**config.mk**
```make
export PLATFORM = sky130hd
export DESIGN_NAME = sram_arbiter
export DESIGN_NICKNAME = d
export VERILOG_FILES = /design/src/rtl/maze_pkg.sv /design/src/rtl/sram_arbiter.sv
export SDC_FILE = /design/constraint.sdc
export NUM_CORES = 1
export LEC_CHECK = 0
export ABC_AREA = 1
export CORE_MARGIN = 2
export CORE_UTILIZATION = 31
export DETAILED_ROUTE_END_ITERATION = 16
export PLACE_DENSITY = 0.75
export SLEW_MARGIN = 20
export SYNTH_ARGS = -nofsm -noshare
export SYNTH_HDL_FRONTEND = slang
export SYNTH_SLANG_ARGS = --single-unit
```
**constraint.sdc**
```tcl
create_clock -name clk -period 1.7 [get_ports clk]
set_input_delay 0.17 -clock clk [delete_from_list [all_inputs] [get_ports clk]]
set_output_delay 0.17 -clock clk [all_outputs]
set_load 0.05 [all_outputs]
```
**src/rtl/maze_pkg.sv**
```systemverilog
// Shared constants and types for the maze router SRAM subsystem.
package maze_pkg;

  localparam int unsigned DefDataWidth = 8;
  localparam int unsigned DefAddrWidth = 8;
  localparam int unsigned SramDepth    = 256;

  // One-hot so the grant outputs are direct state bits.
  typedef enum logic [2:0] {
    StIdle = 3'b001,
    StOwn0 = 3'b010,
    StOwn1 = 3'b100
  } arb_state_e;

endpackage

```
**src/rtl/sram_arbiter.sv**
```systemverilog
// Two-requester round-robin arbiter for the shared map/result SRAM, with lock and
// a bounded burst so a locked owner hands over once the other side has waited long enough.
module sram_arbiter
  import maze_pkg::*;
#(
  parameter int unsigned DATA_WIDTH = DefDataWidth,
  parameter int unsigned ADDR_WIDTH = DefAddrWidth,
  parameter int unsigned MAX_BURST  = 16
) (
  input  logic                  clk,
  input  logic                  reset,
  input  logic                  r0_req,
  input  logic                  r0_we,
  input  logic                  r0_lock,
  input  logic [ADDR_WIDTH-1:0] r0_addr,
  input  logic [DATA_WIDTH-1:0] r0_wdata,
  output logic                  r0_gnt,
  output logic                  r0_rvalid,
  output logic [DATA_WIDTH-1:0] r0_rdata,
  input  logic                  r1_req,
  input  logic                  r1_we,
  input  logic                  r1_lock,
  input  logic [ADDR_WIDTH-1:0] r1_addr,
  input  logic [DATA_WIDTH-1:0] r1_wdata,
  output logic                  r1_gnt,
  output logic                  r1_rvalid,
  output logic [DATA_WIDTH-1:0] r1_rdata,
  output logic                  mem_cs,
  output logic                  mem_we,
  output logic [ADDR_WIDTH-1:0] mem_addr,
  output logic [DATA_WIDTH-1:0] mem_dout,
  input  logic [DATA_WIDTH-1:0] mem_din
);

  localparam int unsigned CntW = (MAX_BURST == 0) ? 1 : $clog2(MAX_BURST + 1);
  localparam logic [CntW-1:0] CntMax = CntW'(MAX_BURST);

  arb_state_e      state_q, state_d;
  logic            last_q, last_d;  // 1: requester 1 owned last
  logic [CntW-1:0] cnt_q, cnt_d;
  logic            rvalid0_q, rvalid0_d;
  logic            rvalid1_q, rvalid1_d;

  logic            acc0, acc1;
  logic [CntW-1:0] cnt_inc;
  logic            cap_hit;

  assign r0_gnt    = (state_q == StOwn0);
  assign r1_gnt    = (state_q == StOwn1);
  assign acc0      = r0_req & r0_gnt;
  assign acc1      = r1_req & r1_gnt;
  assign r0_rvalid = rvalid0_q;
  assign r1_rvalid = rvalid1_q;
  assign r0_rdata  = rvalid0_q ? mem_din : '0;
  assign r1_rdata  = rvalid1_q ? mem_din : '0;

  // Saturating count; with an unlimited burst the counter never moves.
  assign cnt_inc = (cnt_q == CntMax) ? cnt_q : cnt_q + 1'b1;
  assign cap_hit = (MAX_BURST != 0) && (cnt_inc == CntMax);

  always_comb begin
    mem_cs   = acc0 | acc1;
    mem_we   = 1'b0;
    mem_addr = '0;
    mem_dout = '0;
    if (acc0) begin
      mem_we   = r0_we;
      mem_addr = r0_addr;
      mem_dout = r0_wdata;
    end else if (acc1) begin
      mem_we   = r1_we;
      mem_addr = r1_addr;
      mem_dout = r1_wdata;
    end
  end

  always_comb begin
    state_d   = state_q;
    last_d    = last_q;
    cnt_d     = cnt_q;
    rvalid0_d = acc0 & ~r0_we;
    rvalid1_d = acc1 & ~r1_we;
    unique case (state_q)
      StIdle: begin
        if (r0_req && (!r1_req || last_q)) begin
          state_d = StOwn0;
        end else if (r1_req) begin
          state_d = StOwn1;
        end
      end
      StOwn0: begin
        if (!r0_req && !r0_lock) begin
          state_d = r1_req ? StOwn1 : StIdle;
          last_d  = 1'b0;
          cnt_d   = '0;
        end else if (acc0 && cap_hit && r1_req) begin
          state_d = StOwn1;
          last_d  = 1'b0;
          cnt_d   = '0;
        end else if (acc0) begin
          cnt_d = cnt_inc;
        end
      end
      StOwn1: begin
        if (!r1_req && !r1_lock) begin
          state_d = r0_req ? StOwn0 : StIdle;
          last_d  = 1'b1;
          cnt_d   = '0;
        end else if (acc1 && cap_hit && r0_req) begin
          state_d = StOwn0;
          last_d  = 1'b1;
          cnt_d   = '0;
        end else if (acc1) begin
          cnt_d = cnt_inc;
        end
      end
      default: begin
        state_d = StIdle;
        cnt_d   = '0;
      end
    endcase
  end

  always_ff @(posedge clk or negedge reset) begin
    if (!reset) begin
      state_q   <= StIdle;
      last_q    <= 1'b1;
      cnt_q     <= '0;
      rvalid0_q <= 1'b0;
      rvalid1_q <= 1'b0;
    end else begin
      state_q   <= state_d;
      last_q    <= last_d;
      cnt_q     <= cnt_d;
      rvalid0_q <= rvalid0_d;
      rvalid1_q <= rvalid1_d;
    end
  end

endmodule

```
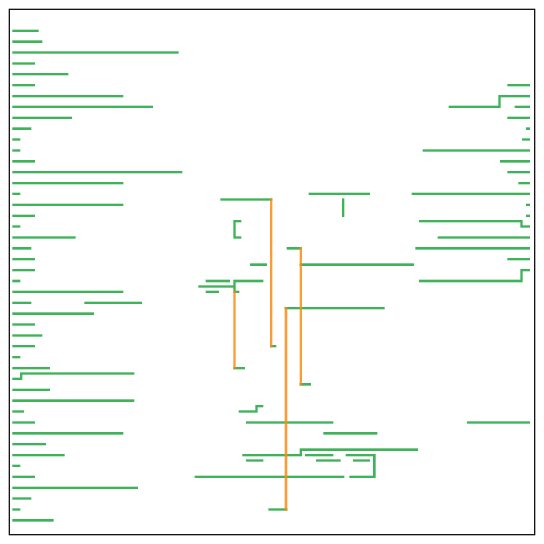
(run_1/layers.png)
(8 px per micron) Only two layers are drawn.
legend:
  orange:
    layer: M4
    wire_length: 70.0 microns
  green:
    layer: M3
    wire_length: 550 microns
total wire length: 5045 microns
Avg WL per Cell: 15.20 microns
gr usage total: 21.42%

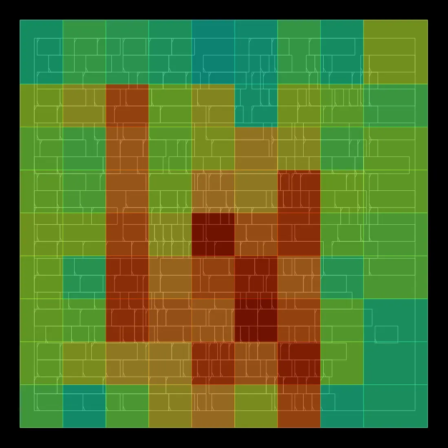
(run_1/congestion_map.png)
met3 usage: 6.849%
met2 usage: 38.78%
fin util: 79.63%
GR Util met1: 23.83%
peak-usage layer in the global routing report: met2

==> results_dict.tcl, run 1 <==
# yosys + openroad results
set metrics [dict create \
    status "finished with violations" \
    violations "setup timing" \
    cp_data_required_time_ns 1.88 \
    rsz0062_at_grt "yes" \
    syn_to_final_growth_pct 148.7 \
    worst_pin_slew_ns 0.4940 \
    powerDensity_mw_per_mm2 852.0 \
    top_area_share_pct 19.21 \
    cts_tree "done" \
    fin_crit_sh_pct 105.6 \
    setup_viol 24 \
    top_register "cnt_q" \
    hold_slack_ns 0.2653 \
    critPathLaunchType "flop" \
    htree_levels 1 \
    hold_viol_final 0 \
    cts.sinks 11 \
    viasPerCell 5.286 \
    setup_tns_ns -1.739 \
    synth_dominant_cell_count "nand2_1" \
    worst_setup_path_end_kind "flop" \
    post-route-min-period_ns 1.796 \
    post_cts_buffers 9 \
    numSynthFlops 11 \
    grt_pass1_vias 1661 \
    cts_resized 19 \
    grt_max_degree 16 \
    cp_max_fo 4 \
    path_buffers 2 \
    cp_slowest_cell "dfrtp_2" \
    clk_path_buf_depth 2 \
    fin_skew_ns 0.003503 \
    placed_cells 313 \
    syn_inst 176 \
    coreArea_sq_mm 0.003661 \
    ys_types 30 \
    drt_iter0_markers 96 \
    fmax_mhz 556.9 \
    postCtsHoldBufs 0 \
    largest_register_ffs 5 \
    worst_slack_ns -0.09557 \
    layout_top_cell "clkdlybuf4s50_1" \
    io_pins 86 \
    portBuffers 85 \
    largest_registers "cnt_q (5), state_q (3)" \
    warnings 30 \
    dp_slack_ns -0.01064 \
]
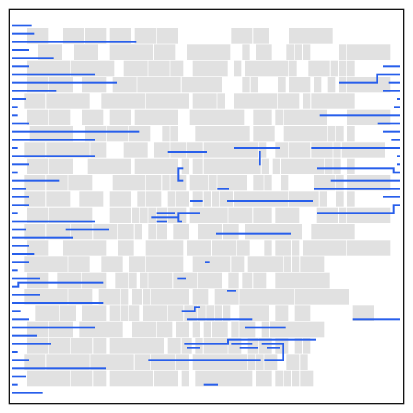
(run_1/m3.png)
(6 px per micron) Cells faint in the background.
nets with wire on the layer: 86
wire length on this layer: 550 microns
main direction: horizontal
routed via count: 1755

==> run 1: kinds of logic (layout without fill, tap and decap cells) <==
logic type	count (synthesis)	in the layout	synth area share, %
compound gates	28	28	20.28
flops	11	11	23.69
buf+inv	43	151	14.30
fa+ha+maj	2	2	2.134
simple gates	92	92	39.59
==> run 1: final cells by class <==
class                           instances  area, sq um  area share, %
Timing Repair Buffer                  112         1455          49.91
Multi-Input combinational cell        122        929.6          31.89
Sequential cell                        11        279.0          9.571
Inverter                               35        146.4          5.021
Tap cell                               48        60.06          2.060
Clock buffer                            4        45.04          1.545
==> run 1: path summary, 6_finish.rpt <==
check / start / to / slack, ns / cells past startpoint
min in group clk: last_q$_DFFE_PN1P_ / last_q$_DFFE_PN1P_ / 0.47 / 2
hold reg to reg: last_q$_DFFE_PN1P_ / last_q$_DFFE_PN1P_ / 0.47 / 2
max in group asynchronous: reset / cnt_q[0]$_DFFE_PN0P_ / 1.08 / 1
hold / removal: reset / cnt_q[3]$_DFFE_PN0P_ / 0.27 / 1
setup / recovery: cnt_q[0]$_DFFE_PN0P_ / cnt_q[2]$_DFFE_PN0P_ / -0.1 / 12
setup reg to reg: cnt_q[0]$_DFFE_PN0P_ / cnt_q[2]$_DFFE_PN0P_ / -0.1 / 12
==> run 1: metal layers <==
layer | share of wire, % | routed length, microns | global-route usage (%)
met1 | 35 | 1773 | 23.83
met2 | 53 | 2651 | 38.78
met3 | 11 | 549 | 6.849
met4 | 1.4 | 70 | 6.250
met5 | 0 | 0 | 0
==> run 1: where the power goes <==
| part | leakage (nW) | switching [W] | total, W | internal [W] |
|---|---|---|---|---|
| clock network | 0.0228 | 0.0000942 | 0.000258 | 0.000164 |
| logic | 1.25 | 0.000956 | 0.00181 | 0.000850 |
| registers | 0.143 | 0.0000775 | 0.000419 | 0.000342 |
==> inputs of run 2 (changes only) <==
- clock period: 1.7 -> 1.6 ns (I/O delays scaled with it)
==> run 2 against run 1 <==
Against the previous run:
- the run still ends with setup timing left
- non-clock buffer count is 3 lower
- total power increased by 6.5%
- first-iteration DRC count decreased by 14%
- global-route usage up 0.60 points
- sequential cell count stayed put
- combinational power grew 6%
- fmax decreased by 3.8%
- synthesized cell count is the same
- clock skew is 0.0050 ns higher
- die size did not move
- largest power group unchanged
- highest routed layer unchanged
==> results_dict.tcl, run 2 <==
# yosys + openroad results
set metrics [dict create \
    post-route-min-period_ns 1.867 \
    powerComb_w 0.00191 \
    worst_pin_slew_ns 0.4768 \
    syn_inst 176 \
    largest_registers "cnt_q (5), state_q (3)" \
    setup_tns_ns -3.951 \
    worst_slack_ns -0.2674 \
    fmax_mhz 535.5 \
    pwr-share-seq_pct 16.9 \
    r2r-start "cnt_q[1]$_DFFE_PN0P_" \
    top_register "cnt_q" \
    layout_top_cell "clkdlybuf4s50_1" \
    setup_viol 26 \
    status "finished with violations" \
    top_power_group "combinational logic" \
    powerDensity_mw_per_mm2 910.2 \
    cp_slowest_cell "dfrtp_2" \
    p_switching_w 0.001203 \
    intPower_w 0.001442 \
    synth_dominant_cell_count "nand2_1" \
    dp_slack_ns -0.06934 \
    clk_path_buf_depth 2 \
    hold_viol_final 0 \
    seq-power_w 0.000447 \
    cp_data_required_time_ns 1.71 \
    drt_iter0_markers 83 \
    ys_types 30 \
    wl_per_cell_microns 15.89 \
    swShare_pct 45.49 \
    fin_crit_sh_pct 116.7 \
    grt_usage_pct 22.02 \
    grt_max_degree 17 \
    violations "setup timing" \
    cp_max_fo 5 \
    worst_setup_path_end_kind "flop" \
    viasPerCell 5.224 \
]
-- run 2: cell types whose count changed in the layout (fill, tap and decap cells not counted), sizes merged --
| cell | previous run | this run |
|---|---|---|
| buf | 65 | 62 |
| clkinv | 1 | 3 |
-- run 2: cells by family after synthesis --
kind of cell             Yosys count  share of synthesized area, %
AND/OR/NAND/NOR                   92                         39.59
buffers and inverters             43                         14.30
AND-OR/OR-AND                     28                         20.28
flip-flops                        11                         23.69
adder cells (fa/ha/maj)            2                         2.134
-- run 2: metrics by stage --
step,std cells,hold slack (ns),instance area [sq um]
floorplan,176,-0.1356,1251
global placement,319,0.4722,2648
detailed placement,319,0.4774,2648
CTS,328,0.2700,2760
global route,331,0.2929,2907
finish,331,0.2403,2907
-- run 2: layout make-up --
cell class                      instances  area [sq um]  share of cell area, %
Timing Repair inverter                  2         17.52                 0.6027
Tap cell                               48         60.06                  2.066
Inverter                               35         146.4                  5.037
Clock buffer                            4         45.04                  1.550
Timing Repair Buffer                  109          1439                  49.50
Sequential cell                        11         280.3                  9.643
Multi-Input combinational cell        122         918.4                  31.60
-- run 2: path summary, 6_finish.rpt --
check                                               to  depth (start not counted)
min in group clk                    last_q$_DFFE_PN1P_                          2
max in group asynchronous       state_q[0]$_DFFE_PN1P_                          1
worst min register to register      last_q$_DFFE_PN1P_                          2
worst min-delay path              cnt_q[2]$_DFFE_PN0P_                          1
worst max register to register    cnt_q[1]$_DFFE_PN0P_                         13
worst max-delay path              cnt_q[1]$_DFFE_PN0P_                         13
-- run 2: layer usage --
layer | track usage [%] | vias to the layer above | share of wire, %
met3 | 5.993 | 16 | 10
li1 | - | 806 | -
met1 | 24.10 | 787 | 34
met5 | 0 | - | 0
met2 | 41.33 | 120 | 54
met4 | 5.990 | 0 | 2.4
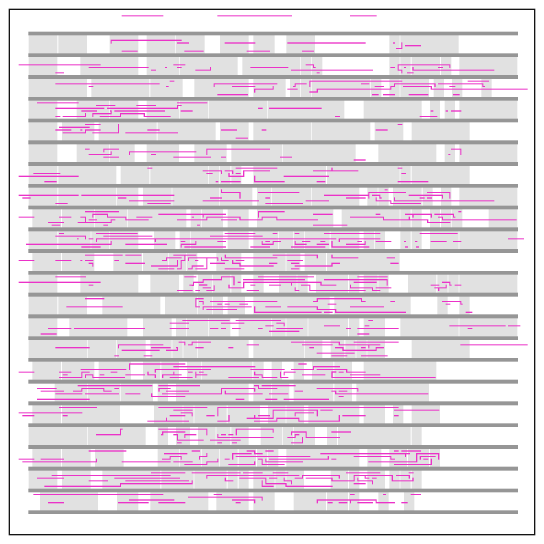
(run_2/m1.png)
(8 px per micron) Supply wires on this layer in gray. Cells faint in the background.
wire length on this layer: 1770 microns
longest straight run: 29.9 microns
nets with wire on the layer: 277
total wire length: 5260 microns
GR Util met1: 24.10%
routed via count: 1729

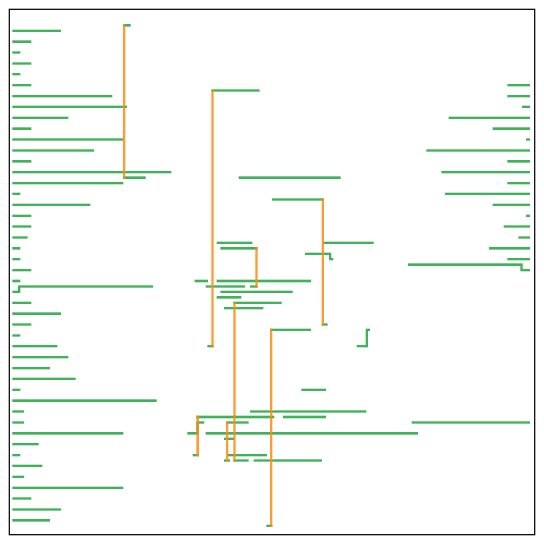
(run_2/layers.png)
(8 px per micron) Only two layers are drawn.
legend:
  green:
    layer: M3
    wire_length: 527 microns
  orange:
    layer: M4
    wire_length: 125 microns

No activity file was given, so power comes from the tool's default toggle rates.
